File: src/rtl/ram_access_arbiter_if.sv
// ram_access_arbiter_if: two requester ports plus the ram_storage bus of the RAM access arbiter
interface ram_access_arbiter_if #(
  parameter int ADDR_W = 8,
  parameter int DATA_W = 8
);
  logic              req0, rw0, gnt0, done0;
  logic [ADDR_W-1:0] addr0;
  logic [DATA_W-1:0] wdata0;
  logic              req1, rw1, gnt1, done1;
  logic [ADDR_W-1:0] addr1;
  logic [DATA_W-1:0] wdata1;
  logic [DATA_W-1:0] rdata;
  logic              ram_cs, ram_rw, busy;
  logic [ADDR_W-1:0] ram_addr;
  logic [DATA_W-1:0] ram_data_in, ram_data_out;
  modport slave (
    input  req0, rw0, addr0, wdata0, req1, rw1, addr1, wdata1, ram_data_out,
    output gnt0, done0, gnt1, done1, rdata, ram_cs, ram_rw, ram_addr, ram_data_in, busy
  );
  modport master (
    output req0, rw0, addr0, wdata0, req1, rw1, addr1, wdata1, ram_data_out,
    input  gnt0, done0, gnt1, done1, rdata, ram_cs, ram_rw, ram_addr, ram_data_in, busy
  );
endinterface

File: src/rtl/ram_access_arbiter.sv
// ram_access_arbiter: shares one RAM between two requesters, sequencing each access as setup/strobe/hold
module ram_access_arbiter #(
  parameter int ADDR_W      = 8,
  parameter int DATA_W      = 8,
  parameter int CS_CYCLES   = 2,
  parameter int ROUND_ROBIN = 1
) (
  input logic clk,
  input logic reset,
  ram_access_arbiter_if.slave bus
);
  typedef enum logic [1:0] {IDLE, SETUP, STROBE, HOLD} state_t;
  localparam logic [3:0] CS_LAST = 4'(CS_CYCLES - 1);
  localparam logic RR = ROUND_ROBIN != 0;
  state_t            r_state;
  logic [3:0]        r_cnt;
  logic              r_sel, r_last, r_gnt0, r_gnt1, r_done0, r_done1, r_cs, r_rw;
  logic [ADDR_W-1:0] r_addr;
  logic [DATA_W-1:0] r_wdata, r_rdata;
  logic              w_req, w_pick1;
  assign w_req = bus.req0 | bus.req1;
  // on conflict port 1 wins only under round-robin when port 0 was served last
  assign w_pick1 = bus.req1 & (~bus.req0 | (RR & ~r_last));
  always_ff @(posedge clk or negedge reset) begin
    if (!reset) begin
      r_state <= IDLE;
      r_cnt   <= '0;
      r_sel   <= 1'b0;
      r_last  <= 1'b1;
      r_gnt0  <= 1'b0;
      r_gnt1  <= 1'b0;
      r_done0 <= 1'b0;
      r_done1 <= 1'b0;
      r_cs    <= 1'b0;
      r_rw    <= 1'b1;
      r_addr  <= '0;
      r_wdata <= '0;
      r_rdata <= '0;
    end else begin
      r_gnt0  <= 1'b0;
      r_gnt1  <= 1'b0;
      r_done0 <= 1'b0;
      r_done1 <= 1'b0;
      case (r_state)
        IDLE, HOLD: begin
          if (w_req) begin
            r_state <= SETUP;
            r_sel   <= w_pick1;
            r_last  <= w_pick1;
            r_gnt0  <= ~w_pick1;
            r_gnt1  <= w_pick1;
            r_rw    <= w_pick1 ? bus.rw1 : bus.rw0;
            r_addr  <= w_pick1 ? bus.addr1 : bus.addr0;
            r_wdata <= w_pick1 ? bus.wdata1 : bus.wdata0;
          end else begin
            r_state <= IDLE;
          end
        end
        SETUP: begin
          r_state <= STROBE;
          r_cs    <= 1'b1;
          r_cnt   <= CS_LAST;
        end
        STROBE: begin
          if (r_cnt == 4'd0) begin
            r_state <= HOLD;
            r_cs    <= 1'b0;
            r_done0 <= ~r_sel;
            r_done1 <= r_sel;
            if (r_rw) r_rdata <= bus.ram_data_out;
          end else begin
            r_cnt <= r_cnt - 4'd1;
          end
        end
      endcase
    end
  end
  assign bus.gnt0        = r_gnt0;
  assign bus.gnt1        = r_gnt1;
  assign bus.done0       = r_done0;
  assign bus.done1       = r_done1;
  assign bus.rdata       = r_rdata;
  assign bus.ram_cs      = r_cs;
  assign bus.ram_rw      = r_rw;
  assign bus.ram_addr    = r_addr;
  assign bus.ram_data_in = r_wdata;
  assign bus.busy        = r_state != IDLE;
endmodule

File: src/flat_wrapper.sv
// flat-port wrapper written by rule: the top's interface ports become plain ports
module ram_access_arbiter_flat 
#(
  parameter int ADDR_W      = 8,
  parameter int DATA_W      = 8,
  parameter int CS_CYCLES   = 2,
  parameter int ROUND_ROBIN = 1
)
  (clk, reset, bus_req0, bus_rw0, bus_addr0, bus_wdata0, bus_req1, bus_rw1, bus_addr1, bus_wdata1, bus_ram_data_out, bus_gnt0, bus_done0, bus_gnt1, bus_done1, bus_rdata, bus_ram_cs, bus_ram_rw, bus_ram_addr, bus_ram_data_in, bus_busy);
  ram_access_arbiter_if #(.ADDR_W(ADDR_W), .DATA_W(DATA_W)) bus_i ();
  input logic clk;
  input logic reset;
  input wire logic [$bits(bus_i.req0)-1:0] bus_req0;
  input wire logic [$bits(bus_i.rw0)-1:0] bus_rw0;
  input wire logic [$bits(bus_i.addr0)-1:0] bus_addr0;
  input wire logic [$bits(bus_i.wdata0)-1:0] bus_wdata0;
  input wire logic [$bits(bus_i.req1)-1:0] bus_req1;
  input wire logic [$bits(bus_i.rw1)-1:0] bus_rw1;
  input wire logic [$bits(bus_i.addr1)-1:0] bus_addr1;
  input wire logic [$bits(bus_i.wdata1)-1:0] bus_wdata1;
  input wire logic [$bits(bus_i.ram_data_out)-1:0] bus_ram_data_out;
  output wire logic [$bits(bus_i.gnt0)-1:0] bus_gnt0;
  output wire logic [$bits(bus_i.done0)-1:0] bus_done0;
  output wire logic [$bits(bus_i.gnt1)-1:0] bus_gnt1;
  output wire logic [$bits(bus_i.done1)-1:0] bus_done1;
  output wire logic [$bits(bus_i.rdata)-1:0] bus_rdata;
  output wire logic [$bits(bus_i.ram_cs)-1:0] bus_ram_cs;
  output wire logic [$bits(bus_i.ram_rw)-1:0] bus_ram_rw;
  output wire logic [$bits(bus_i.ram_addr)-1:0] bus_ram_addr;
  output wire logic [$bits(bus_i.ram_data_in)-1:0] bus_ram_data_in;
  output wire logic [$bits(bus_i.busy)-1:0] bus_busy;
  assign bus_i.req0 = bus_req0;
  assign bus_i.rw0 = bus_rw0;
  assign bus_i.addr0 = bus_addr0;
  assign bus_i.wdata0 = bus_wdata0;
  assign bus_i.req1 = bus_req1;
  assign bus_i.rw1 = bus_rw1;
  assign bus_i.addr1 = bus_addr1;
  assign bus_i.wdata1 = bus_wdata1;
  assign bus_i.ram_data_out = bus_ram_data_out;
  assign bus_gnt0 = bus_i.gnt0;
  assign bus_done0 = bus_i.done0;
  assign bus_gnt1 = bus_i.gnt1;
  assign bus_done1 = bus_i.done1;
  assign bus_rdata = bus_i.rdata;
  assign bus_ram_cs = bus_i.ram_cs;
  assign bus_ram_rw = bus_i.ram_rw;
  assign bus_ram_addr = bus_i.ram_addr;
  assign bus_ram_data_in = bus_i.ram_data_in;
  assign bus_busy = bus_i.busy;
  ram_access_arbiter #(.ADDR_W(ADDR_W), .DATA_W(DATA_W), .CS_CYCLES(CS_CYCLES), .ROUND_ROBIN(ROUND_ROBIN)) u_core (.clk(clk), .reset(reset), .bus(bus_i));
endmodule
File: config.mk
export PLATFORM = sky130hd
export DESIGN_NAME = ram_access_arbiter_flat
export DESIGN_NICKNAME = d
export VERILOG_FILES = /design/src/rtl/ram_access_arbiter_if.sv /design/src/rtl/ram_access_arbiter.sv /design/src/flat_wrapper.sv
export SDC_FILE = /design/constraint.sdc
export NUM_CORES = 1
export LEC_CHECK = 0
export CAP_MARGIN = 15
export CORE_MARGIN = 2
export CORE_UTILIZATION = 41
export DETAILED_ROUTE_END_ITERATION = 7
export GPL_TIMING_DRIVEN = 0
export PLACE_DENSITY = 0.79
export SLEW_MARGIN = 0
export SYNTH_ARGS = -nofsm -noshare
export SYNTH_HDL_FRONTEND = slang
export SYNTH_SLANG_ARGS = --single-unit
File: constraint.sdc
create_clock -name clk -period 1.8 [get_ports clk]
set_input_delay 0.18 -clock clk [delete_from_list [all_inputs] [get_ports clk]]
set_output_delay 0.18 -clock clk [all_outputs]
set_load 0.05 [all_outputs]
Figure 1. Where the registers sit.
Drawn at 4 px/um.
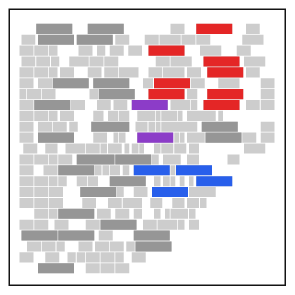
[u_core.r_state] purple | flops: 2
[u_core.r_cnt] blue | flops: 4
[u_core.bus.rdata] red | flops: 8 | where: north-east
not coloured: 24

Figure 2. Cell placement.
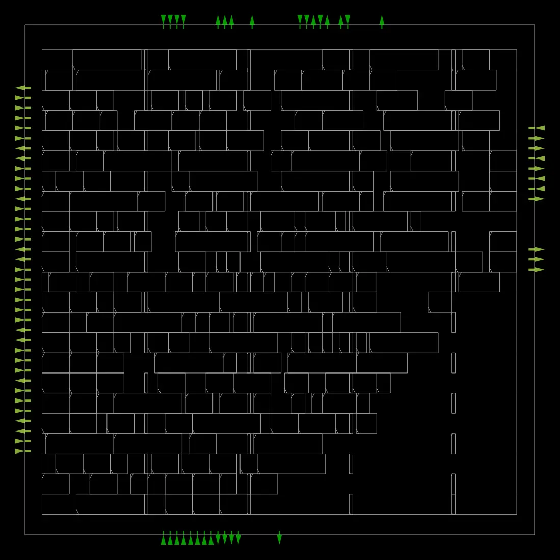
Filler Cell Count: 289
std cell rows: 23
non-filler instance count after layout: 269
number of flip-flops and latches: 38
register fraction of the total cell area: 0.359

Figure 3. Routed clock nets over the placement.
Drawn at 4 px/um.
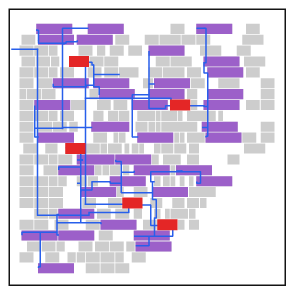
[flip-flops] purple | count: 38
[clock wires] blue | length: 497 um
[cells driving clock nets] red | count: 5
routed clock nets: 6

==> git commit body <==
Store results of the implementation flow

* Run status: complete, but fails checks
- Failing checks: hold timing
- Commonest non-fill, non-tap cell in the layout: sky130_fd_sc_hd__clkdlybuf4s50_1
- Maximum resistive drop on vdd: between 1 and 1.5 mV
- Clock Sink Count: 38
- When the netlist entered floorplanning its net count stood at 184.
- Hold Fails Final Rpt: 30
- Share of total power in sequential cells: 0.273
- Power, Total: approximately 0.0056 W
- Post-layout utilization of the core: 0.664
* Die x size: around 70 um
* Type of element capturing the critical path: register
- Pins over their slew limit in the final report were tallied at 0.
- Across all stage logs, warnings added up to 29.
- Launch point of the worst path: u_core.r_cnt[0]$_DFFE_PN0P_
- Critical path destination: u_core.bus.rdata[0]$_DFFE_PN0P_
- Group with the largest share of power: combinational logic
- Total clock buffers created by CTS: 5
- The clock period could shrink to about 1700 ps.
* Core Region: 0.00400 mm^2
* Cell family with the largest share of critical-path delay: simple AND/OR/NAND/NOR gates
- Looking at the reg2reg group, the worst path ends at u_core.bus.rdata[0]$_DFFE_PN0P_.
* Part of the Yosys area used for sequential elements: 0.557
- Number of global-route vias before repair: approximately 1400
* Worst Hold Margin: -20.3 ps
Figure 4. Port wiring.
Drawn at 6 px/um.
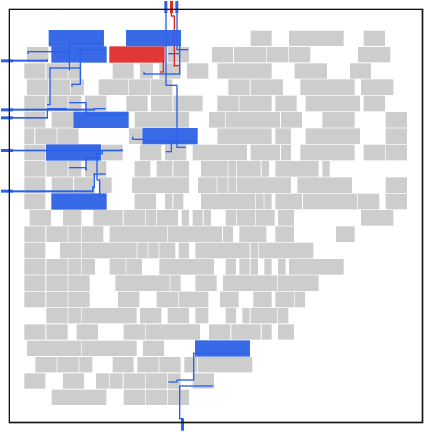
[bus_gnt0] red | direction: output | edge: north | end cells: 1 | buffers: 1 | wire: 12.9 um
[bus_ram_data_in] blue | direction: output | edge: 5 west, 2 north, 1 south | end cells: 8 | buffers: 8 | wire: 229 um

Figure 5. Cells coloured by class.
Drawn at 4 px/um.
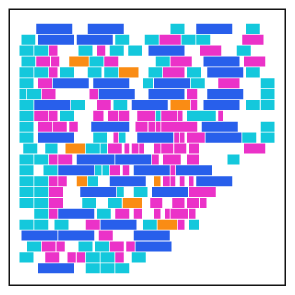
[flops] blue | cells: 38
[other buffers and delay cells] cyan | cells: 86
[all other logic] magenta | cells: 87
[clock drivers and dummy loads] orange | cells: 8

## timing repair
item / in CTS / in global routing
gates resized: 3 / 8
setup endpoints to repair: 22 / 16
hold buffers: 0 / 0
setup buffers: 1 / 1
## synthesized netlist by cell type
library cell	count	area (um^2)
sky130_fd_sc_hd__nand4b_1	1	8.76
sky130_fd_sc_hd__dfrtp_1	36	901
sky130_fd_sc_hd__buf_2	3	15.0
sky130_fd_sc_hd__buf_12	1	20.0
sky130_fd_sc_hd__nand2_1	4	15.0
sky130_fd_sc_hd__o211a_1	1	10.0
sky130_fd_sc_hd__a221o_1	17	170
sky130_fd_sc_hd__a2bb2oi_1	1	8.76
sky130_fd_sc_hd__a21o_1	2	15.0
sky130_fd_sc_hd__nor3b_4	1	18.8
sky130_fd_sc_hd__inv_1	8	30.0
sky130_fd_sc_hd__a21oi_1	1	5.00
sky130_fd_sc_hd__and2_1	14	87.6
sky130_fd_sc_hd__nand3b_1	1	7.51
sky130_fd_sc_hd__mux2_4	8	120
sky130_fd_sc_hd__clkbuf_1	4	15.0
sky130_fd_sc_hd__and2_0	3	18.8
sky130_fd_sc_hd__nor2_1	1	3.75
sky130_fd_sc_hd__xnor2_1	2	17.5
sky130_fd_sc_hd__nand3_1	2	10.0
sky130_fd_sc_hd__and3_4	1	11.3
sky130_fd_sc_hd__o311ai_0	1	8.76
sky130_fd_sc_hd__nor3_1	3	15.0
sky130_fd_sc_hd__o32ai_1	1	8.76
sky130_fd_sc_hd__a211oi_1	1	7.51
sky130_fd_sc_hd__dfstp_2	2	52.6
sky130_fd_sc_hd__ha_1	5	62.6
sky130_fd_sc_hd__o21bai_1	1	7.51
sky130_fd_sc_hd__and3_2	1	7.51
sky130_fd_sc_hd__or3b_2	1	8.76
sky130_fd_sc_hd__o21ai_0	5	25.0
## registers in the layout, summed over array words and instances (netlist names)
register,count
u_core.r_last,1
u_core.bus.gnt1,1
u_core.bus.done1,1
u_core.r_sel,1
u_core.bus.gnt0,1
u_core.bus.ram_addr,8
u_core.bus.ram_rw,1
u_core.bus.ram_cs,1
u_core.bus.ram_data_in,8
u_core.bus.rdata,8
u_core.r_cnt,4
u_core.bus.done0,1
u_core.r_state,2
## metrics by stage
stage / instances / hold slack, ps / instance area, um^2 / setup slack, ps / setup TNS [ps]
2_1_floorplan: 133 / -116 / 1710 / 145 / 0
3_3_place_gp: 259 / 459 / 2540 / -233 / -8350
3_5_place_dp: 259 / 323 / 2530 / -30.2 / -184
4_1_cts: 268 / 5.16 / 2640 / 52.5 / 0
5_1_grt: 269 / 41.7 / 2660 / -23.6 / -47.8
6_report: 269 / -20.3 / 2660 / 79.6 / 0
## cell type report
cell class / instances / area (um^2)
Clock buffer: 6 / 82.6
Inverter: 8 / 30.0
Tap cell: 50 / 62.6
Sequential cell: 38 / 953
Multi-Input combinational cell: 79 / 692
Timing Repair Buffer: 78 / 768
Fill cell: 289 / 1340
Clock inverter: 2 / 12.5
Buffer: 8 / 56.3
## layer usage
metal,GRT usage,wire [um],up-vias,share of wire
met4,0.105,99,0,0.023
met1,0.229,1660,693,0.38
met2,0.321,2210,81,0.51
met5,0,0,-,0
li1,-,-,657,-
met3,0.0731,389,10,0.089
Power is estimated from default activity; no workload was simulated.
